Run 1, drive-strength map:
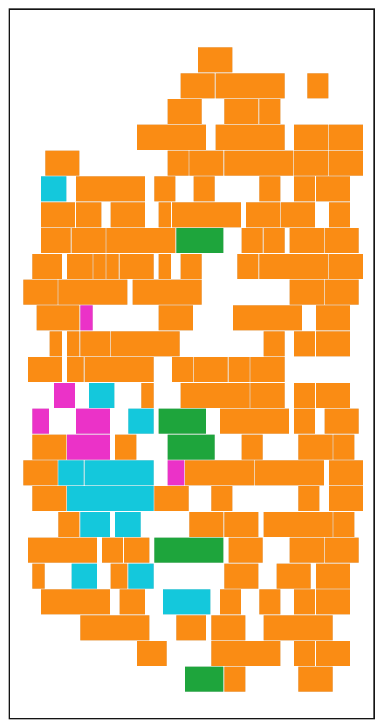
Run 1, clock wiring as the flow saved it:
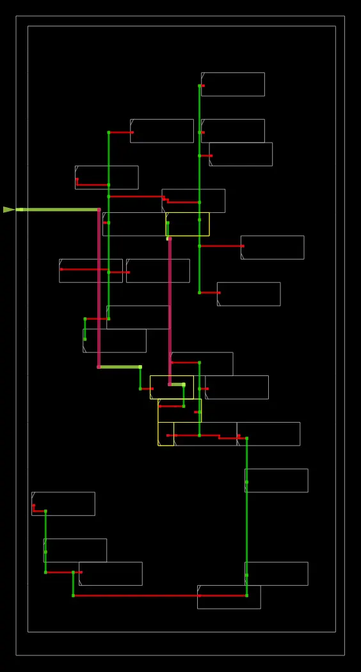
Run 1, selected gate families:
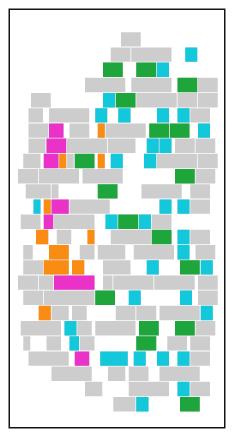
Run 1, metal 2:
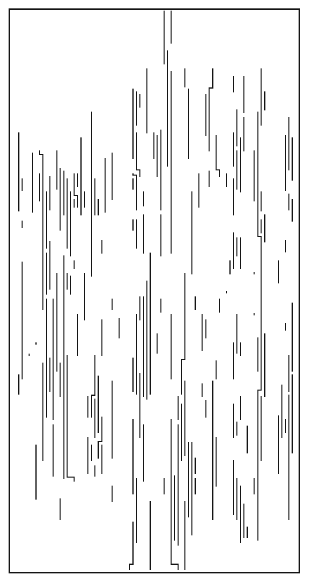
==> config.mk <==
export PLATFORM = sky130hd
export DESIGN_NAME = fetch_unit
export DESIGN_NICKNAME = d
export VERILOG_FILES = /design/src/rtl/fetch_unit.sv
export SDC_FILE = /design/constraint.sdc
export NUM_CORES = 1
export LEC_CHECK = 0
export CORE_ASPECT_RATIO = 2
export CORE_UTILIZATION = 40
export CTS_CLUSTER_DIAMETER = 40
export CTS_CLUSTER_SIZE = 16
export DETAILED_ROUTE_END_ITERATION = 12
export PLACE_DENSITY = 0.83
export SLEW_MARGIN = 20
export SYNTH_ARGS = -nofsm -noshare
export SYNTH_HDL_FRONTEND = slang
export SYNTH_SLANG_ARGS = --single-unit
==> constraint.sdc <==
create_clock -name clk -period 2 [get_ports clk]
set_input_delay 0.4 -clock clk [delete_from_list [all_inputs] [get_ports clk]]
set_output_delay 0.4 -clock clk [all_outputs]
set_load 0.005 [all_outputs]
==> summary.txt <==
Notes on the physical implementation.

- The placeable core region is about 2500 sq um, for reference.
- The timing report lists the critical path depth as 6 cells.
- The number of max-slew violations in the final report is 0, for reference.
- STA reports a reg2reg setup slack of about 0.47 ns.
- The count of inserted antenna diode cells is 0, for reference.
- The area enclosed by the die boundary is 2860 sq um, for reference.
- After technology mapping, the gate count stands at between 100 and 150.
- The maximum fanout encountered on the critical timing path is 2, for reference.
- The H-tree level count is 1, for reference.
- The average footprint of a synthesized cell is 10.1 sq um, for reference.
- The number of global-route vias before repair is 874.
- Static timing analysis puts the maximum clock frequency at about 0.52 GHz.
- The worst ir drop on vdd is between 0.3 and 0.4 mV, for reference.
- Setup violations remaining at the end of the flow were counted as 0.
- In this run the count of I/O pins placed on the die edge is 37.
- The floorplan step set the die height to 74.6 um.
- The register with the most flip-flops in the layout has 14 of them.
- The area fraction of the largest cell type after synthesis is 0.437.
- The clock transition time at the flip-flop clock pins of the worst setup and hold paths is 0.07 ns, for reference.
- TritonCTS built the clock tree.
- The residual antenna-violating net count after detailed routing is 0, for reference.
- For this design, the CTS-stage hold fixing added 0 buffers.
- The largest net degree at the start of global routing is 39, for reference.
- The tree is rooted in a clkbuf_8.
- The wire-length estimate of the detail-placed layout is 1.64 mm.
- The number of violations reported at the end of detailed-routing iteration 0 is 7, for reference.
- Per STA, the worst path is made up of dlygate4sd2_1 > nand2b_4 > and2_4 > ha_4 > nor4_2 > buf_2.
- The critical path endpoint category is a primary output, for reference.
- The horizontal die dimension is 38.3 um, for reference.
- The worst hold path class is reg -> reg, for reference.
- The total placed instance area is 1500 sq um, for reference.
- The worst stage delay on the critical path is 0.25 ns, for reference.
- Per the repair_timing log after CTS, setup buffers inserted total 0.
- After floorplanning, the core was divided into 26 placement rows.
- The flow ran to the end, and the final reports show no timing, DRC or antenna violations.
- The clock latency of the later-clocked register in the worst-skew pair is about 0.26 ns, for reference.
- The first detailed-routing pass ran for 2 iterations.
- The synthesized design spends more area on one cell type than any other, namely dfxtp_1.
- The endpoint required time on the critical path is 1.60 ns, for reference.
- The net count after synthesis is 124.
- OpenSTA, run right after detailed placement, puts the worst setup slack at -0.518 ns.
- The period utilization is 0.958, for reference.
- The cell type group with the largest total delay on the critical path is simple AND/OR/NAND/NOR gates, for reference.
- The max capacitance violation total is 0, for reference.
- Subtracting the final worst setup slack from the clock period gives 1.92 ns.
- The buffer depth of the longest clock path is 2, for reference.
- The number of nets in the final layout is 168, for reference.
- The number of distinct library cells after synthesis is 26, for reference.
- For this sky-water flow run, the detailed-routed wirelength per cell is reported as between 10 and 15 um.
- RePlAce ended its routability-driven mode at a weighted congestion of 0.616.
- For reference, the top cells by area after synthesis are dfxtp_1, nand2b_1, mux2i_1.
- The combined global-route utilization of all metal layers is 0.164, for reference.
- The share of the Yosys chip area taken by registers is 0.437.
- In the final layout, the share of cells above drive strength 1 is 0.150.
- The leakage power is 0.575 nW, for reference.
- The chip area line in the Yosys stat output reads between 1000 and 1500 sq um.
- For this design the ratio of total power to cell area is 582 nW/um^2.
- Looking at the setup timing report, the critical path kind is in -> out.
- The report puts the cell count of the worst reg-to-reg path at 6.
- Counting endpoints that fail hold in the final report gives 0.
- STA classifies the critical path startpoint as an input pin.
- The buffer-and-inverter tally for the worst setup path is 2, for reference.
- The number of cells reported by Yosys stat comes to 104.
- The number of remaining DRC errors is 0, for reference.
- The remaining global-route overflow is 0, for reference.
- The worst hold path passes through 2 cells.
- The share of the core area taken by cells at floorplan is 0.416.
- The cell with the largest stage delay on the worst path is dlygate4sd2_1, for reference.
- The logs give a warning total of 26.
- After detailed routing, the number of vias per cell comes to 4.87.
- The arrival time of data at the critical path endpoint is 1.52 ns, for reference.
- The number of warning messages in the yosys log is 0, for reference.
- The initial antenna violation count is 0, for reference.
- The post-synthesis instance area is 1050 sq um, for reference.
- The count of buffers inserted at the top-level ports is 36, for reference.
- Setup repair after global routing left no endpoint under its margin.
- The total of flip-flops plus latches after synthesis is 23, for reference.
About 'drive-strength map':
| color | size | cells |
|---|---|---|
| magenta | x2 | 6 |
| orange | x1 and smaller | 125 |
| cyan | x3 and x4 | 11 |
| green | x6 and larger | 5 |
setup slack after layout: 0.0849 ns
buffers outside the clock class: 45
Final Instance Area: 1560 sq um
area added between synthesis and finish: 48.0%

About 'clock wiring as the flow saved it':
Clock Sink Count: 23
TritonCTS Buffers: 3
number of clock-tree buffers in the layout: 3
Clock Skews: 0.00369 ns

About 'selected gate families':
| color | family | cells | most used |
|---|---|---|---|
| magenta | aoi and oai cells | 7 | a211oi_1 |
| green | mux cells | 17 | mux2i_1 |
| cyan | nand cells | 32 | nand2b_1 |
| orange | nor cells | 10 | nor2_1 |
combinational share of cell area: 0.369
most numerous logic cell after layout: clkdlybuf4s50_1
number of standard cells in the layout, taps in and fillers out: 175

About 'metal 2':
main direction: vertical
longest straight run: 29.6 um
via count: 853
GR Layer Usage met2: 0.326
WL final: 2.15 mm

==> run 1: layout by cell type, fill, tap and decap left out, types with 2 or more instances in the layout <==
cell type	count
nand2b_1	29
buf_4	7
a211oi_1	3
clkbuf_8	3
nor2_1	5
mux2i_1	17
clkdlybuf4s50_1	33
dfxtp_1	23
dlygate4sd2_1	2
==> run 1: stage by stage <==
stage               utilization  instances  setup TNS [ns]  hold slack [ns]  power (mW)
detailed placement        0.589        171           -2.03            0.463       0.646
CTS                       0.614        175               0            0.476       0.924
global placement          0.589        171           -1.74            0.459       0.640
floorplan                     -        104               0            0.451       0.565
global route              0.615        175               0            0.500       0.949
finish                    0.615        175               0            0.472       0.909
==> run 1: layer usage <==
metal  track usage  vias to the layer above  routed length (um)
li1              -                      434                   -
met1         0.151                      382                 850
met2         0.326                       33                1160
met3        0.0206                        4                 105
met4        0.0754                        0                  35
met5             0                        -                   0
==> run 1: cells by family after synthesis <==
| family | synth area share |
|---|---|
| buf+inv | 0.0403 |
| xor+xnor | 0.00831 |
| fa+ha+maj | 0.0237 |
| simple gates | 0.256 |
| other cells | 0.00356 |
| compound gates | 0.0700 |
| flops | 0.437 |
| mux | 0.161 |
==> run 1: layout make-up <==
cell class / instances / area (sq um)
fill: 227 / 976
clock inverter: 1 / 5.00
inverter: 2 / 7.51
timing repair buffer: 45 / 437
tap: 28 / 35.0
clock buffer: 3 / 41.3
multi-input combinational: 73 / 576
sequential: 23 / 460
==> run 1: synth_stat cells, drive strengths merged <==
| cell type | number |
|---|---|
| buf | 2 |
| a2111oi | 1 |
| nand3 | 1 |
| nor4 | 2 |
| a311oi | 1 |
| nor2 | 6 |
| a21o | 1 |
| dfxtp | 23 |
| clkbuf | 4 |
| nor3 | 1 |
| mux2i | 17 |
| and4 | 1 |
| xnor2 | 1 |
| and2 | 1 |
| nor2b | 1 |
| ha | 2 |
| o21ai | 1 |
| conb | 1 |
| a211oi | 4 |
| nand2 | 1 |
| inv | 2 |
| nand2b | 30 |
==> run 1: tightest hold or removal path, cell delays in order, from the launching register on <==
cell and delay (ns):
dfxtp_1 0.31, nand2b_1 0.06, mux2i_1 0.05
==> run 1: where the power goes <==
part / leakage [nW] / internal, mW / total, mW / switching (mW)
Combinational: 0.363 / 0.0949 / 0.150 / 0.0554
Sequential: 0.187 / 0.474 / 0.486 / 0.0122
Clock: 0.0255 / 0.139 / 0.272 / 0.134
Total: 0.575 / 0.708 / 0.909 / 0.201
==> run 1: what timing repair did <==
item / in CTS / in global routing
gates resized: 10 / 1
setup endpoints to repair: 4 / 1
pin swaps: 1 / 0
No activity file was given, so power comes from the tool's default toggle rates.
